===== src/rtl/flash_arbiter_if.sv =====
// Client and flash_manager signals of flash_arbiter, grouped into one bundle.
// The master side is the arbiter. The slave side is the clients plus the flash_manager.
interface flash_arbiter_if;
  logic        busy;
  logic [15:0] frdata;
  logic        writemode;
  logic        dowrite;
  logic        doread;
  logic [15:0] wdata;
  logic [22:0] raddr;
  logic        wr_req;
  logic [15:0] wr_data;
  logic        wr_ack;
  logic        rd0_req;
  logic        rd1_req;
  logic [22:0] rd0_addr;
  logic [22:0] rd1_addr;
  logic        rd0_ack;
  logic        rd1_ack;
  logic [15:0] rd0_data;
  logic [15:0] rd1_data;
  logic [1:0]  owner;
  logic        timeout_err;

  modport master (
    input  busy, frdata, wr_req, wr_data, rd0_req, rd1_req, rd0_addr, rd1_addr,
    output writemode, dowrite, doread, wdata, raddr, wr_ack, rd0_ack, rd1_ack,
           rd0_data, rd1_data, owner, timeout_err
  );

  modport slave (
    output busy, frdata, wr_req, wr_data, rd0_req, rd1_req, rd0_addr, rd1_addr,
    input  writemode, dowrite, doread, wdata, raddr, wr_ack, rd0_ack, rd1_ack,
           rd0_data, rd1_data, owner, timeout_err
  );
endinterface


===== src/rtl/flash_arbiter.sv =====
// Shares one flash_manager port between a write client and two read clients.
// The arbiter runs one op at a time, settles writemode after each change, and aborts hung ops.
module flash_arbiter #(
  parameter int unsigned MODE_SETTLE    = 4,
  parameter int unsigned TIMEOUT_CYCLES = 1000000
) (
  input logic            clock,
  input logic            reset,
  flash_arbiter_if.master bus
);

  localparam int CNT_W = $clog2(TIMEOUT_CYCLES + 1);
  localparam int SET_W = $clog2(MODE_SETTLE + 1);
  localparam logic [CNT_W-1:0] CNT_MAX  = CNT_W'(TIMEOUT_CYCLES);
  localparam logic [SET_W-1:0] SET_LAST = SET_W'(MODE_SETTLE - 1);

  localparam logic [1:0] OWN_NONE = 2'd0;
  localparam logic [1:0] OWN_WR   = 2'd1;
  localparam logic [1:0] OWN_RD0  = 2'd2;
  localparam logic [1:0] OWN_RD1  = 2'd3;

  typedef enum logic [2:0] {
    S_IDLE, S_SETUP, S_ISSUE, S_ARM, S_WAIT, S_DONE
  } state_e;

  state_e           state_q, state_d;
  logic [1:0]       owner_q, owner_d;
  logic             mode_q, mode_d;
  logic [15:0]      wdata_q, wdata_d;
  logic [22:0]      raddr_q, raddr_d;
  logic [15:0]      rd0_data_q, rd0_data_d;
  logic [15:0]      rd1_data_q, rd1_data_d;
  logic             to_err_q, to_err_d;
  logic [CNT_W-1:0] wd_cnt_q, wd_cnt_d;
  logic [SET_W-1:0] set_cnt_q, set_cnt_d;
  logic             last_rd_q, last_rd_d;   // 1: rd1 was the read served most recently
  logic             last_wr_q, last_wr_d;   // 1: the previous grant went to the writer

  logic             rd_any;
  logic             grant_wr;
  logic             pick_rd1;
  logic [1:0]       grant_own;
  logic [CNT_W-1:0] wd_inc;

  // The writer yields once to a pending read, so writes and reads alternate.
  assign rd_any   = bus.rd0_req | bus.rd1_req;
  assign grant_wr = bus.wr_req & ~(last_wr_q & rd_any);
  assign pick_rd1 = bus.rd1_req & (~bus.rd0_req | ~last_rd_q);
  assign wd_inc   = wd_cnt_q + CNT_W'(1);

  always_comb begin
    state_d    = state_q;
    owner_d    = owner_q;
    mode_d     = mode_q;
    wdata_d    = wdata_q;
    raddr_d    = raddr_q;
    rd0_data_d = rd0_data_q;
    rd1_data_d = rd1_data_q;
    to_err_d   = to_err_q;
    wd_cnt_d   = wd_cnt_q;
    set_cnt_d  = set_cnt_q;
    last_rd_d  = last_rd_q;
    last_wr_d  = last_wr_q;
    grant_own  = OWN_NONE;

    case (state_q)
      S_IDLE: begin
        if (!bus.busy) begin
          if (grant_wr) begin
            grant_own = OWN_WR;
            wdata_d   = bus.wr_data;
          end else if (rd_any) begin
            grant_own = pick_rd1 ? OWN_RD1 : OWN_RD0;
            raddr_d   = pick_rd1 ? bus.rd1_addr : bus.rd0_addr;
          end
          if (grant_own != OWN_NONE) begin
            owner_d   = grant_own;
            last_wr_d = (grant_own == OWN_WR);
            set_cnt_d = '0;
            if ((grant_own == OWN_WR) != mode_q) begin
              mode_d  = (grant_own == OWN_WR);
              state_d = S_SETUP;
            end else begin
              state_d = S_ISSUE;
            end
          end
        end
      end
      S_SETUP: begin
        if (set_cnt_q == SET_LAST) begin
          state_d = S_ISSUE;
        end else begin
          set_cnt_d = set_cnt_q + SET_W'(1);
        end
      end
      S_ISSUE: state_d = S_ARM;
      S_ARM: begin
        wd_cnt_d = '0;
        state_d  = S_WAIT;
      end
      S_WAIT: begin
        if (!bus.busy) begin
          if (owner_q == OWN_RD0) rd0_data_d = bus.frdata;
          if (owner_q == OWN_RD1) rd1_data_d = bus.frdata;
          state_d = S_DONE;
        end else begin
          wd_cnt_d = wd_inc;
          if (wd_inc == CNT_MAX) begin
            to_err_d = 1'b1;
            if (owner_q == OWN_RD0) rd0_data_d = 16'h0000;
            if (owner_q == OWN_RD1) rd1_data_d = 16'h0000;
            state_d = S_DONE;
          end
        end
      end
      S_DONE: begin
        if (owner_q == OWN_RD0) last_rd_d = 1'b0;
        if (owner_q == OWN_RD1) last_rd_d = 1'b1;
        owner_d = OWN_NONE;
        state_d = S_IDLE;
      end
      default: state_d = S_IDLE;
    endcase
  end

  always_ff @(posedge clock) begin
    if (reset) begin
      state_q    <= S_IDLE;
      owner_q    <= OWN_NONE;
      mode_q     <= 1'b0;
      wdata_q    <= '0;
      raddr_q    <= '0;
      rd0_data_q <= '0;
      rd1_data_q <= '0;
      to_err_q   <= 1'b0;
      wd_cnt_q   <= '0;
      set_cnt_q  <= '0;
      last_rd_q  <= 1'b1;
      last_wr_q  <= 1'b0;
    end else begin
      state_q    <= state_d;
      owner_q    <= owner_d;
      mode_q     <= mode_d;
      wdata_q    <= wdata_d;
      raddr_q    <= raddr_d;
      rd0_data_q <= rd0_data_d;
      rd1_data_q <= rd1_data_d;
      to_err_q   <= to_err_d;
      wd_cnt_q   <= wd_cnt_d;
      set_cnt_q  <= set_cnt_d;
      last_rd_q  <= last_rd_d;
      last_wr_q  <= last_wr_d;
    end
  end

  // Pulses decode from the state register, so a reset cuts them on the next edge.
  assign bus.dowrite     = (state_q == S_ISSUE) && (owner_q == OWN_WR);
  assign bus.doread      = (state_q == S_ISSUE) && owner_q[1];
  assign bus.wr_ack      = (state_q == S_DONE) && (owner_q == OWN_WR);
  assign bus.rd0_ack     = (state_q == S_DONE) && (owner_q == OWN_RD0);
  assign bus.rd1_ack     = (state_q == S_DONE) && (owner_q == OWN_RD1);
  assign bus.writemode   = mode_q;
  assign bus.wdata       = wdata_q;
  assign bus.raddr       = raddr_q;
  assign bus.rd0_data    = rd0_data_q;
  assign bus.rd1_data    = rd1_data_q;
  assign bus.owner       = owner_q;
  assign bus.timeout_err = to_err_q;

endmodule


===== src/flat_wrapper.sv =====
// flat-port wrapper written by rule: the top's interface ports become plain ports
module flash_arbiter_flat 
#(
  parameter int unsigned MODE_SETTLE    = 4,
  parameter int unsigned TIMEOUT_CYCLES = 1000000
)
  (clock, reset, bus_busy, bus_frdata, bus_wr_req, bus_wr_data, bus_rd0_req, bus_rd1_req, bus_rd0_addr, bus_rd1_addr, bus_writemode, bus_dowrite, bus_doread, bus_wdata, bus_raddr, bus_wr_ack, bus_rd0_ack, bus_rd1_ack, bus_rd0_data, bus_rd1_data, bus_owner, bus_timeout_err);
  flash_arbiter_if bus_i ();
  input logic clock;
  input logic reset;
  input wire logic [$bits(bus_i.busy)-1:0] bus_busy;
  input wire logic [$bits(bus_i.frdata)-1:0] bus_frdata;
  input wire logic [$bits(bus_i.wr_req)-1:0] bus_wr_req;
  input wire logic [$bits(bus_i.wr_data)-1:0] bus_wr_data;
  input wire logic [$bits(bus_i.rd0_req)-1:0] bus_rd0_req;
  input wire logic [$bits(bus_i.rd1_req)-1:0] bus_rd1_req;
  input wire logic [$bits(bus_i.rd0_addr)-1:0] bus_rd0_addr;
  input wire logic [$bits(bus_i.rd1_addr)-1:0] bus_rd1_addr;
  output wire logic [$bits(bus_i.writemode)-1:0] bus_writemode;
  output wire logic [$bits(bus_i.dowrite)-1:0] bus_dowrite;
  output wire logic [$bits(bus_i.doread)-1:0] bus_doread;
  output wire logic [$bits(bus_i.wdata)-1:0] bus_wdata;
  output wire logic [$bits(bus_i.raddr)-1:0] bus_raddr;
  output wire logic [$bits(bus_i.wr_ack)-1:0] bus_wr_ack;
  output wire logic [$bits(bus_i.rd0_ack)-1:0] bus_rd0_ack;
  output wire logic [$bits(bus_i.rd1_ack)-1:0] bus_rd1_ack;
  output wire logic [$bits(bus_i.rd0_data)-1:0] bus_rd0_data;
  output wire logic [$bits(bus_i.rd1_data)-1:0] bus_rd1_data;
  output wire logic [$bits(bus_i.owner)-1:0] bus_owner;
  output wire logic [$bits(bus_i.timeout_err)-1:0] bus_timeout_err;
  assign bus_i.busy = bus_busy;
  assign bus_i.frdata = bus_frdata;
  assign bus_i.wr_req = bus_wr_req;
  assign bus_i.wr_data = bus_wr_data;
  assign bus_i.rd0_req = bus_rd0_req;
  assign bus_i.rd1_req = bus_rd1_req;
  assign bus_i.rd0_addr = bus_rd0_addr;
  assign bus_i.rd1_addr = bus_rd1_addr;
  assign bus_writemode = bus_i.writemode;
  assign bus_dowrite = bus_i.dowrite;
  assign bus_doread = bus_i.doread;
  assign bus_wdata = bus_i.wdata;
  assign bus_raddr = bus_i.raddr;
  assign bus_wr_ack = bus_i.wr_ack;
  assign bus_rd0_ack = bus_i.rd0_ack;
  assign bus_rd1_ack = bus_i.rd1_ack;
  assign bus_rd0_data = bus_i.rd0_data;
  assign bus_rd1_data = bus_i.rd1_data;
  assign bus_owner = bus_i.owner;
  assign bus_timeout_err = bus_i.timeout_err;
  flash_arbiter #(.MODE_SETTLE(MODE_SETTLE), .TIMEOUT_CYCLES(TIMEOUT_CYCLES)) u_core (.clock(clock), .reset(reset), .bus(bus_i));
endmodule

===== config.mk =====
export PLATFORM = sky130hd
export DESIGN_NAME = flash_arbiter_flat
export DESIGN_NICKNAME = d
export VERILOG_FILES = /design/src/rtl/flash_arbiter_if.sv /design/src/rtl/flash_arbiter.sv /design/src/flat_wrapper.sv
export SDC_FILE = /design/constraint.sdc
export NUM_CORES = 1
export LEC_CHECK = 0
export CORE_MARGIN = 2
export CORE_UTILIZATION = 30
export CTS_CLUSTER_DIAMETER = 100
export DETAILED_ROUTE_END_ITERATION = 7
export MAX_ROUTING_LAYER = met4
export REMOVE_ABC_BUFFERS = 1
export SYNTH_ARGS = -nofsm -noshare
export SYNTH_HDL_FRONTEND = slang
export SYNTH_SLANG_ARGS = --single-unit

===== constraint.sdc =====
create_clock -name clock -period 3.5 [get_ports clock]
set_input_delay 0.35 -clock clock [delete_from_list [all_inputs] [get_ports clock]]
set_output_delay 0.35 -clock clock [all_outputs]
set_load 0.01 [all_outputs]

==> notes.md <==
• **largest delay contributor family on the critical path** simple AND/OR/NAND/NOR gates
• **cells after synthesis** 566
• **highest clock frequency the design can meet** 0.394 GHz
• **Buf+Inv Stages, Crit Path** 1
• **flip-flop count of the largest register after layout** 23
• **Place WS** 936 ps
• **Total GRT Usage** 0.163
• **initial antenna violation count** 1
• **most repeated cell in the gate-level netlist after synthesis** sky130_fd_sc_hd__dfxtp_1
• **cell count in the Yosys report** 566
• **clock tree from TritonCTS** yes
• **worst hold path startpoint** u_core.bus.wdata[14]$_SDFFE_PP0P_
• **fraction of met3 tracks used by global routing** 0.0498
• **via/cell ratio** 5.01
• **distinct lib cells** 55
• **total DRC errors in the routed layout** 0
• **Critical R2R Capture** u_core.bus.rd1_data[15]$_SDFFE_PP0P_
• **clk slew on worst S/H paths** 80 ps
• **startpoint types** flop
• **antenna-violating nets left** 0
• **fraction of power consumed by combinational cells** 0.178
• **top comb family, area** AND-OR/OR-AND gates
• **Worst-Skew Late Latency** 360 ps
• **most common logic cells in the final layout** sky130_fd_sc_hd__clkdlybuf4s50_1, sky130_fd_sc_hd__dfxtp_1, sky130_fd_sc_hd__a21oi_1, sky130_fd_sc_hd__nor2_1, sky130_fd_sc_hd__nand2_1
• **share of the yosys chip area belonging to registers** 0.399
• **Max-cap violations** 0
• **number of warning messages in the logs** 25
• **worst slew margin relative to its limit** 0.550
• **ordered cell list for the critical path** ha_1, and3_1, nand4_1, xnor2_1, nor3_2, a41oi_4, buf_4, o2bb2ai_1
• **area of all placed cells without fillers** 7250 sq um
• **Synth Area per Inst** 9.13 sq um
• **number of hold buffers added after cts** 0
• **final instance count without filler cells** 925
• **clock buffer depth** 2
• **Internal Dissipation** 2.16 mW
• **switching power share of the total** 0.261
• **most frequent logic cell in the layout** sky130_fd_sc_hd__clkdlybuf4s50_1
• **Well Taps** 220
• **DRT iter0 DRCs** 220
• **Post-Place Cell Area** 6910 sq um
• **detailed-route wire length per cell** 15.3 um
• **TritonCTS Buffers** 9
• **static leakage power** 2.41 nW
• **first-pass GRT wire length** 23,300 um
• **area of all sequential standard cells** 2060 sq um
• **layout inverter count without the clock tree** 4
• **switching power** 763 uW
• **logic depth of the worst setup path including buffers** 8
• **XOR/XNOR share of the synthesized area** 0.0189
• **mi-comb count** 409
• **Die Outline Area** 18,300 sq um
• **pin count of the biggest net entering global routing** 56
• **power of the sequential group** 1.29 mW
• **worst hold margin** 457 ps
• **shortest period the worst path allows** 2540 ps
• **cell kind with the greatest summed area** multi-input combinational cells
• **mapped cell area** 5170 sq um
• **most heavily used metal layer in global routing** met2
• **share of power burned in registers** 0.441
• **setup repair bufs after CTS** 0
• **number of synthesized flops with an enable pin** 0
• **RePlAce Congestion** 0.848
• **buffering overhead** 0.234
• **area fraction in mux cells** 0.0506
• **I/O pin cnt** 164
• **share of the synthesized area in the top cell type** 0.399
• **power per unit of standard cell area** 404 nW/um^2
• **drt first pass iters** 4
• **accumulated negative setup slack** 0 ps
• **number of clock buffers in the layout** 10
• **depth of the most critical reg-to-reg path** 8
• **final hold vios** 0
• **fraction of registers with async set or reset after synthesis** 0
• **logic share of the area** 0.395
• **top layer used by detailed routing** met4
• **crit path DAT** 2830 ps
• **number of slew-limit violations in the final report** 0
• **CTS H-Tree Depth** 3
• **met2 WL** 6730 um
• **Crit path largest cell delay** 480 ps
• **layout net count** 786
• **#FFs+latches synth** 103
• **total of buffers placed on input and output ports** 163
• **PnR Total Power** 2.93 mW
• **maximum fanout count along the critical path** 32
• **via count of the first global-routing pass** 4,626
• **Final Worst Setup Slack** 962 ps
• **Num Clock Sinks** 103
• **class of the worst hold path** flop to flop
• **unrepaired setup endpoints after global routing** false
• **Slowest-stage cell, CP** sky130_fd_sc_hd__buf_4
• **hold path depth** 2
• **final global-route overflow total** 0
• **Commonest flop** sky130_fd_sc_hd__dfxtp_1
• **required time of the worst setup path** 3790 ps
• **area growth from synthesis to final layout** 40.2%
• **period utilisation layout** 0.725
• **sequential share of cell area** 0.285
• **Post-Place Cells** 908
• **post-CTS sizing** 0
• **status** complete, no violations
• **footprint of the multi-input gates** 2870 sq um
• **final count of negative-setup-slack endpoints** 0
• **top cells by count, synth** sky130_fd_sc_hd__dfxtp_1, sky130_fd_sc_hd__a21oi_1, sky130_fd_sc_hd__nor2_1
• **wl on met1** 6290 um
• **class of the most critical setup path** flop to flop
• **type of element capturing the critical path** flop
• **Logic power comb** 521 uW
worst max path at each step:
stage / start / to / slack (ps)
finish: u_core.wd_cnt_q[0]$_SDFFE_PP0P_ / u_core.bus.rd1_data[15]$_SDFFE_PP0P_ / 960
global route: u_core.wd_cnt_q[0]$_SDFFE_PP0P_ / u_core.bus.rd1_data[15]$_SDFFE_PP0P_ / 700
CTS: u_core.wd_cnt_q[0]$_SDFFE_PP0P_ / u_core.bus.rd0_data[13]$_SDFFE_PP0P_ / 980
detailed placement: bus_busy / u_core.bus.raddr[1]$_SDFFE_PP0P_ / 940
global placement: bus_busy / u_core.bus.raddr[10]$_SDFFE_PP0P_ / 950
floorplan: u_core.state_q[0]$_SDFFE_PP0P_ / u_core.bus.raddr[0]$_SDFFE_PP0P_ / 450
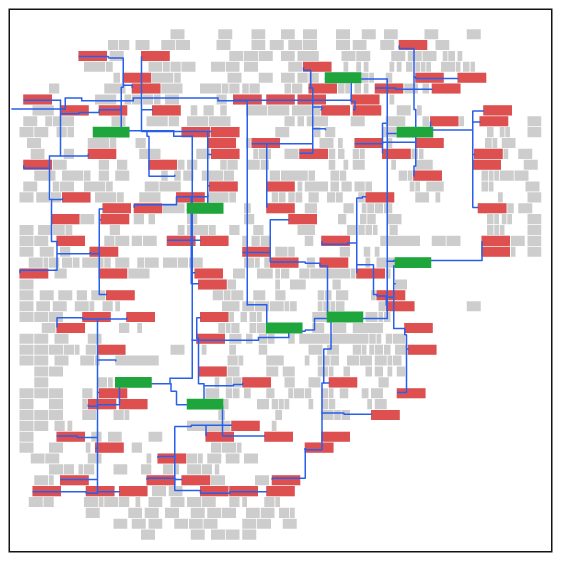
(images/clk_routes.png)
Drawn at 4 px/um.
[red] flip-flops | count: 103
[green] clock drivers | count: 9
[blue] clock wires | length: 1,420 um
routed clock nets: 10
flops lie: all over the die
share of power burned in the clock network: 0.381
Worst Skew: 10.2 ps
clock network power: 1.11 mW

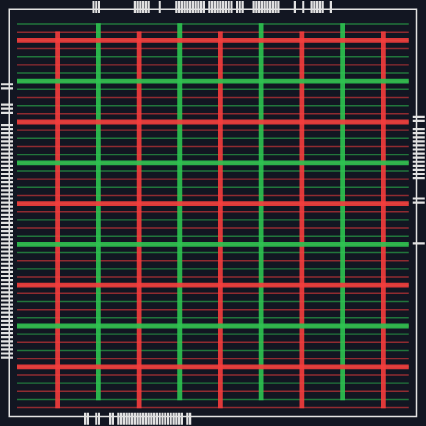
(images/power_grid.png)
Drawn at 3 px/um. Pins as bars on the die edge.
| colour | net |
|---|---|
| red | VSS |
| green | VDD |
signal pins: 164
rows: 47
y dimension of the die: 135 um
Die Span X: 135 um
Std-Cell Core Area: 16,700 sq um
Peak VDD IR: 0.207 mV

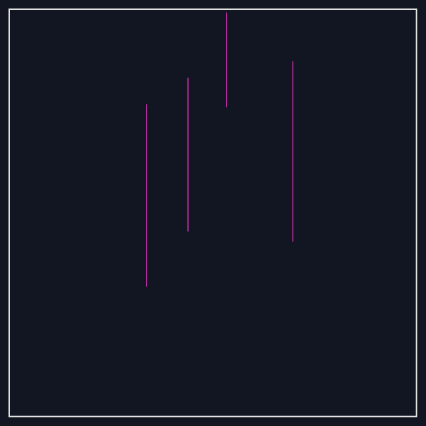
(images/layer_met4.png)
Drawn at 3 px/um.
main direction: vertical
share of all routed wire: 1.4%
wire length on this layer: 203 um
Vias: 4,634
drt total wl: 14,200 um

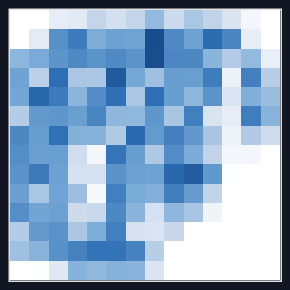
(images/cell_density.png)
Drawn at 2 px/um. The die is cut into 14 by 14 equal tiles; white is low, dark blue is high, 0 to 100% covered.
emptiest ninth of the die: south-east
mean over tiles: 38%
fullest tile: 89%
Post-Route Utilization: 0.434
Pre-Place Util: 0.309

Power is estimated from default activity; no workload was simulated.
